$ cat src/rtl/seq_pkg.sv
// Shared state encoding, widths, ROM entry type and fixed 16-step pattern ROM
// for the voice note sequencer.
package seq_pkg;

    localparam int unsigned ENTRY_W   = 5;
    localparam int unsigned NOTE_W    = 4;
    localparam int unsigned ROM_IDX_W = 4;
    localparam int unsigned TEMPO_W   = 8;

    typedef enum logic [1:0] {
        IDLE     = 2'd0,
        GATE_ON  = 2'd1,
        GATE_OFF = 2'd2
    } seq_state_e;

    typedef struct packed {
        logic              rest;
        logic [NOTE_W-1:0] note;
    } seq_entry_t;

    // Pattern: 0,2,4,5,7,5,4,2,R,4,7,11,R,9,7,4 (R = rest, 5'h10)
    function automatic seq_entry_t seq_rom(input logic [ROM_IDX_W-1:0] idx);
        logic [ENTRY_W-1:0] e;
        case (idx)
            4'd0:    e = 5'h00;
            4'd1:    e = 5'h02;
            4'd2:    e = 5'h04;
            4'd3:    e = 5'h05;
            4'd4:    e = 5'h07;
            4'd5:    e = 5'h05;
            4'd6:    e = 5'h04;
            4'd7:    e = 5'h02;
            4'd8:    e = 5'h10;
            4'd9:    e = 5'h04;
            4'd10:   e = 5'h07;
            4'd11:   e = 5'h0b;
            4'd12:   e = 5'h10;
            4'd13:   e = 5'h09;
            4'd14:   e = 5'h07;
            default: e = 5'h04;
        endcase
        return seq_entry_t'(e);
    endfunction

endpackage

$ cat src/rtl/seq_step_timer.sv
// Per-step cycle counter: latches the step length at load and flags the last
// gate-high cycle and the last step cycle. Swing timing under VOICE_SEQ_SWING_EN.
module seq_step_timer
    import seq_pkg::*;
#(
    parameter int unsigned TICK_SHIFT = 10,
    parameter int unsigned GATE_SHIFT = 1
) (
    input  logic               clk,
    input  logic               rst_n,
    input  logic               load,
    input  logic               active,
    input  logic               odd_step,
    input  logic [TEMPO_W-1:0] len_code,
    output logic               gate_end,
    output logic               step_end
);

    localparam int unsigned CNT_W = TEMPO_W + 1 + TICK_SHIFT;

    logic [CNT_W-1:0] cnt_q;
    logic [CNT_W-1:0] len_q;
    logic [CNT_W-1:0] gate_len_q;
    logic [CNT_W-1:0] len_c;
    logic [CNT_W-1:0] gate_len_c;

    // Length of the step about to start, and its gate-high length (never 0)
    always_comb begin
        len_c = CNT_W'({1'b0, len_code} + 9'd1) << TICK_SHIFT;
`ifdef VOICE_SEQ_SWING_EN
        if (odd_step) begin
            len_c = len_c + (len_c >> 2);
        end else begin
            len_c = len_c - (len_c >> 2);
        end
`endif
        gate_len_c = len_c >> GATE_SHIFT;
        if (gate_len_c == '0) begin
            gate_len_c = CNT_W'(1);
        end
    end

`ifndef VOICE_SEQ_SWING_EN
    logic unused_odd_step;
    assign unused_odd_step = odd_step;
`endif

    always_ff @(posedge clk) begin
        if (!rst_n) begin
            cnt_q      <= '0;
            len_q      <= '0;
            gate_len_q <= '0;
        end else if (load) begin
            cnt_q      <= '0;
            len_q      <= len_c;
            gate_len_q <= gate_len_c;
        end else if (!active || step_end) begin
            cnt_q <= '0;
        end else begin
            cnt_q <= cnt_q + CNT_W'(1);
        end
    end

    assign step_end = active && (cnt_q == len_q - CNT_W'(1));
    assign gate_end = active && (cnt_q == gate_len_q - CNT_W'(1));

endmodule

$ cat src/rtl/voice_note_sequencer.sv
// Step sequencer for the synth voice: plays the seq_pkg pattern ROM at a
// programmable tempo with manual-note preemption. Optional swing: VOICE_SEQ_SWING_EN.
module voice_note_sequencer
    import seq_pkg::*;
#(
    parameter int unsigned STEPS      = 16,
    parameter int unsigned TICK_SHIFT = 10,
    parameter int unsigned GATE_SHIFT = 1
) (
    input  logic                     clk,
    input  logic                     rst_n,
    input  logic                     run,
    input  logic [TEMPO_W-1:0]       tempo,
    input  logic                     manual_req,
    input  logic [NOTE_W-1:0]        manual_note,
    output logic                     manual_ack,
    output logic [NOTE_W-1:0]        note_out,
    output logic                     gate,
    output logic [$clog2(STEPS)-1:0] step_idx,
    output logic                     step_strobe
);

    localparam int unsigned IDX_W = $clog2(STEPS);

    seq_state_e        state_q, state_d;
    logic [NOTE_W-1:0] note_q, note_d;
    logic [IDX_W-1:0]  idx_q, idx_d;
    logic              gate_q, gate_d;
    logic              strobe_q, strobe_d;
    logic              ack_q, ack_d;
    logic              load;
    logic              gate_end;
    logic              step_end;
    seq_entry_t        entry;

    seq_step_timer #(
        .TICK_SHIFT (TICK_SHIFT),
        .GATE_SHIFT (GATE_SHIFT)
    ) u_timer (
        .clk      (clk),
        .rst_n    (rst_n),
        .load     (load),
        .active   (state_q != IDLE),
        .odd_step (idx_d[0]),
        .len_code (tempo),
        .gate_end (gate_end),
        .step_end (step_end)
    );

    // Next-state and registered-output logic; a load starts a new step
    always_comb begin
        state_d  = state_q;
        note_d   = note_q;
        idx_d    = idx_q;
        gate_d   = gate_q;
        strobe_d = 1'b0;
        ack_d    = 1'b0;
        load     = 1'b0;
        entry    = '0;

        case (state_q)
            IDLE: begin
                if (run) begin
                    load  = 1'b1;
                    idx_d = '0;
                end
            end
            GATE_ON, GATE_OFF: begin
                if (step_end) begin
                    if (run) begin
                        load  = 1'b1;
                        idx_d = idx_q + IDX_W'(1);
                    end else begin
                        state_d = IDLE;
                        idx_d   = '0;
                        gate_d  = 1'b0;
                    end
                end else if (state_q == GATE_ON && gate_end) begin
                    state_d = GATE_OFF;
                    gate_d  = 1'b0;
                end
            end
            default: begin
                state_d = IDLE;
                gate_d  = 1'b0;
            end
        endcase

        if (load) begin
            strobe_d = 1'b1;
            entry    = seq_rom(ROM_IDX_W'(idx_d));
            if (manual_req) begin
                note_d  = manual_note;
                ack_d   = 1'b1;
                state_d = GATE_ON;
                gate_d  = 1'b1;
            end else begin
                note_d  = entry.note;
                state_d = entry.rest ? GATE_OFF : GATE_ON;
                gate_d  = !entry.rest;
            end
        end
    end

    always_ff @(posedge clk) begin
        if (!rst_n) begin
            state_q  <= IDLE;
            note_q   <= '0;
            idx_q    <= '0;
            gate_q   <= 1'b0;
            strobe_q <= 1'b0;
            ack_q    <= 1'b0;
        end else begin
            state_q  <= state_d;
            note_q   <= note_d;
            idx_q    <= idx_d;
            gate_q   <= gate_d;
            strobe_q <= strobe_d;
            ack_q    <= ack_d;
        end
    end

    assign manual_ack  = ack_q;
    assign note_out    = note_q;
    assign gate        = gate_q;
    assign step_idx    = idx_q;
    assign step_strobe = strobe_q;

endmodule
$ cat config.mk
export PLATFORM = sky130hd
export DESIGN_NAME = voice_note_sequencer
export DESIGN_NICKNAME = d
export VERILOG_FILES = /design/src/rtl/seq_pkg.sv /design/src/rtl/seq_step_timer.sv /design/src/rtl/voice_note_sequencer.sv
export SDC_FILE = /design/constraint.sdc
export NUM_CORES = 1
export LEC_CHECK = 0
export CORE_UTILIZATION = 45
export DETAILED_ROUTE_END_ITERATION = 8
export GPL_TIMING_DRIVEN = 0
export HOLD_SLACK_MARGIN = 0.12
export PLACE_DENSITY = 0.73
export SYNTH_ARGS = -nofsm -noshare
export SYNTH_HDL_FRONTEND = slang
export SYNTH_SLANG_ARGS = --single-unit
export TNS_END_PERCENT = 100
$ cat constraint.sdc
create_clock -name clk -period 3.15 [get_ports clk]
set_input_delay 0.315 -clock clk [delete_from_list [all_inputs] [get_ports clk]]
set_output_delay 0.315 -clock clk [all_outputs]
set_load 0.005 [all_outputs]
**Sequential cells colored by netlist name**

Scale: 4 px per µm. Other sequential cells in the stronger gray, the rest of the logic in the fainter gray.
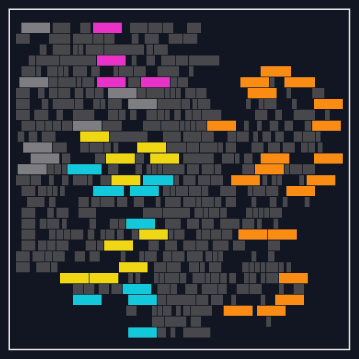
[u_timer.len_q] cyan | placed flops: 9
[u_timer.cnt_q] orange | placed flops: 19
[u_timer.gate_len_q] yellow | placed flops: 10
[step_idx] magenta | placed flops: 4
FF/Latch Area: 1010 µm²
P_seq: 738 µW
flop share of the area: 27.0%
post-layout util: 57.8%

**Clock routing**

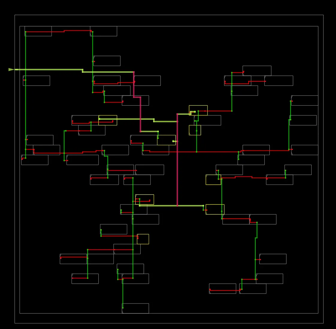
registers: 50
number of CTS-inserted buffers: 5

**Drive-strength map**

Scale: 6 px per µm.
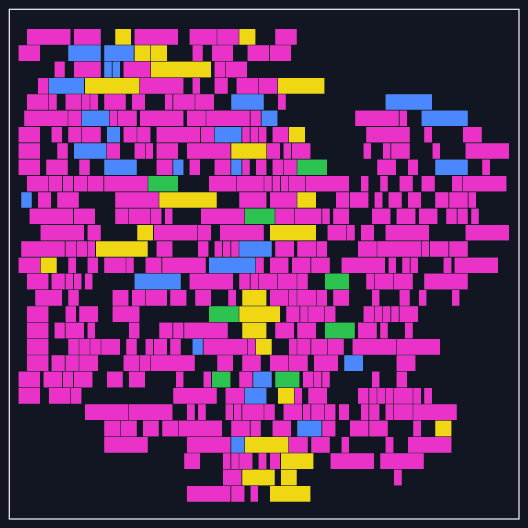
[x1 and smaller] magenta | cells: 345 | share: 85%
[x3 and x4] yellow | cells: 26 | share: 6.4%
[x2] blue | cells: 27 | share: 6.7%
[x6 and larger] green | cells: 8 | share: 2.0%
worst setup margin: 65.3 ps
Layout area overhead: 21.3%

**Met3 routing**

Scale: 6 px per µm.
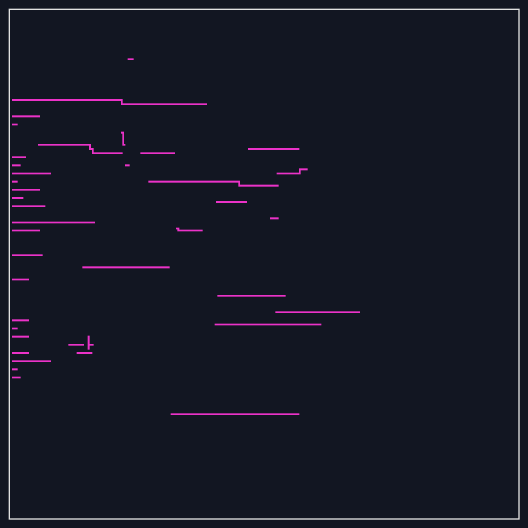
wire length on this layer: 257 µm
longest straight run: 21.2 µm
nets with wire on the layer: 35
main direction: horizontal
share of all routed wire: 3.8%

**Wire density map**

Scale: 4 px per µm. 17 x 17 tiles, from black (low) to pale yellow (high), scaled to the fullest tile. Values are wire area over tile area, all layers added.
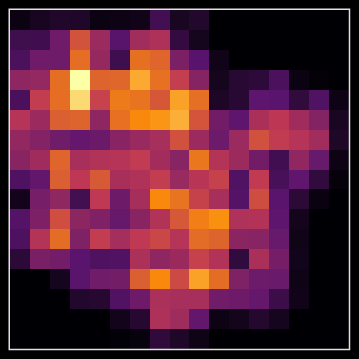
nearly empty tiles: 21%
fullest tile: 0.51
densest ninth of the die: center
emptiest ninth of the die: north-east
mean over tiles: 0.15

==> changes_impl.md <==
## Implementation

- Number of global-route vias before repair: ~2600
- Most instantiated logic cell after routing: dfxtp_1
- Fill cells: 586
- Share of power burned in registers: roughly 44%
- Comb area share: about 56%
- Synth cell count leaders: 50 x dfxtp_1, 44 x nor2_1, 24 x nand3_1
- Detailed Place HPWL: 4990 µm
- Clock buffer depth: 2
- WHS: 317 ps
- Fin crit period: around 3100 ps
- PortBufs: 24
- Peak VDD IR: between 0.0002 and 0.00025 V
- Post-synthesis adder-cell area fraction: 6.10%
- Core area: 6460 µm²
- Worst-Margin Slew: 756 ps
- Signal buffers share of area: approximately a tenth
- GR Util met1: between 20% and 30%
- Status: complete, no violations
- Wire length per cell: roughly 14 µm
- Seq share, synth: 32.5%
Power figures rest on the tool's default switching activity, not on a simulated workload.
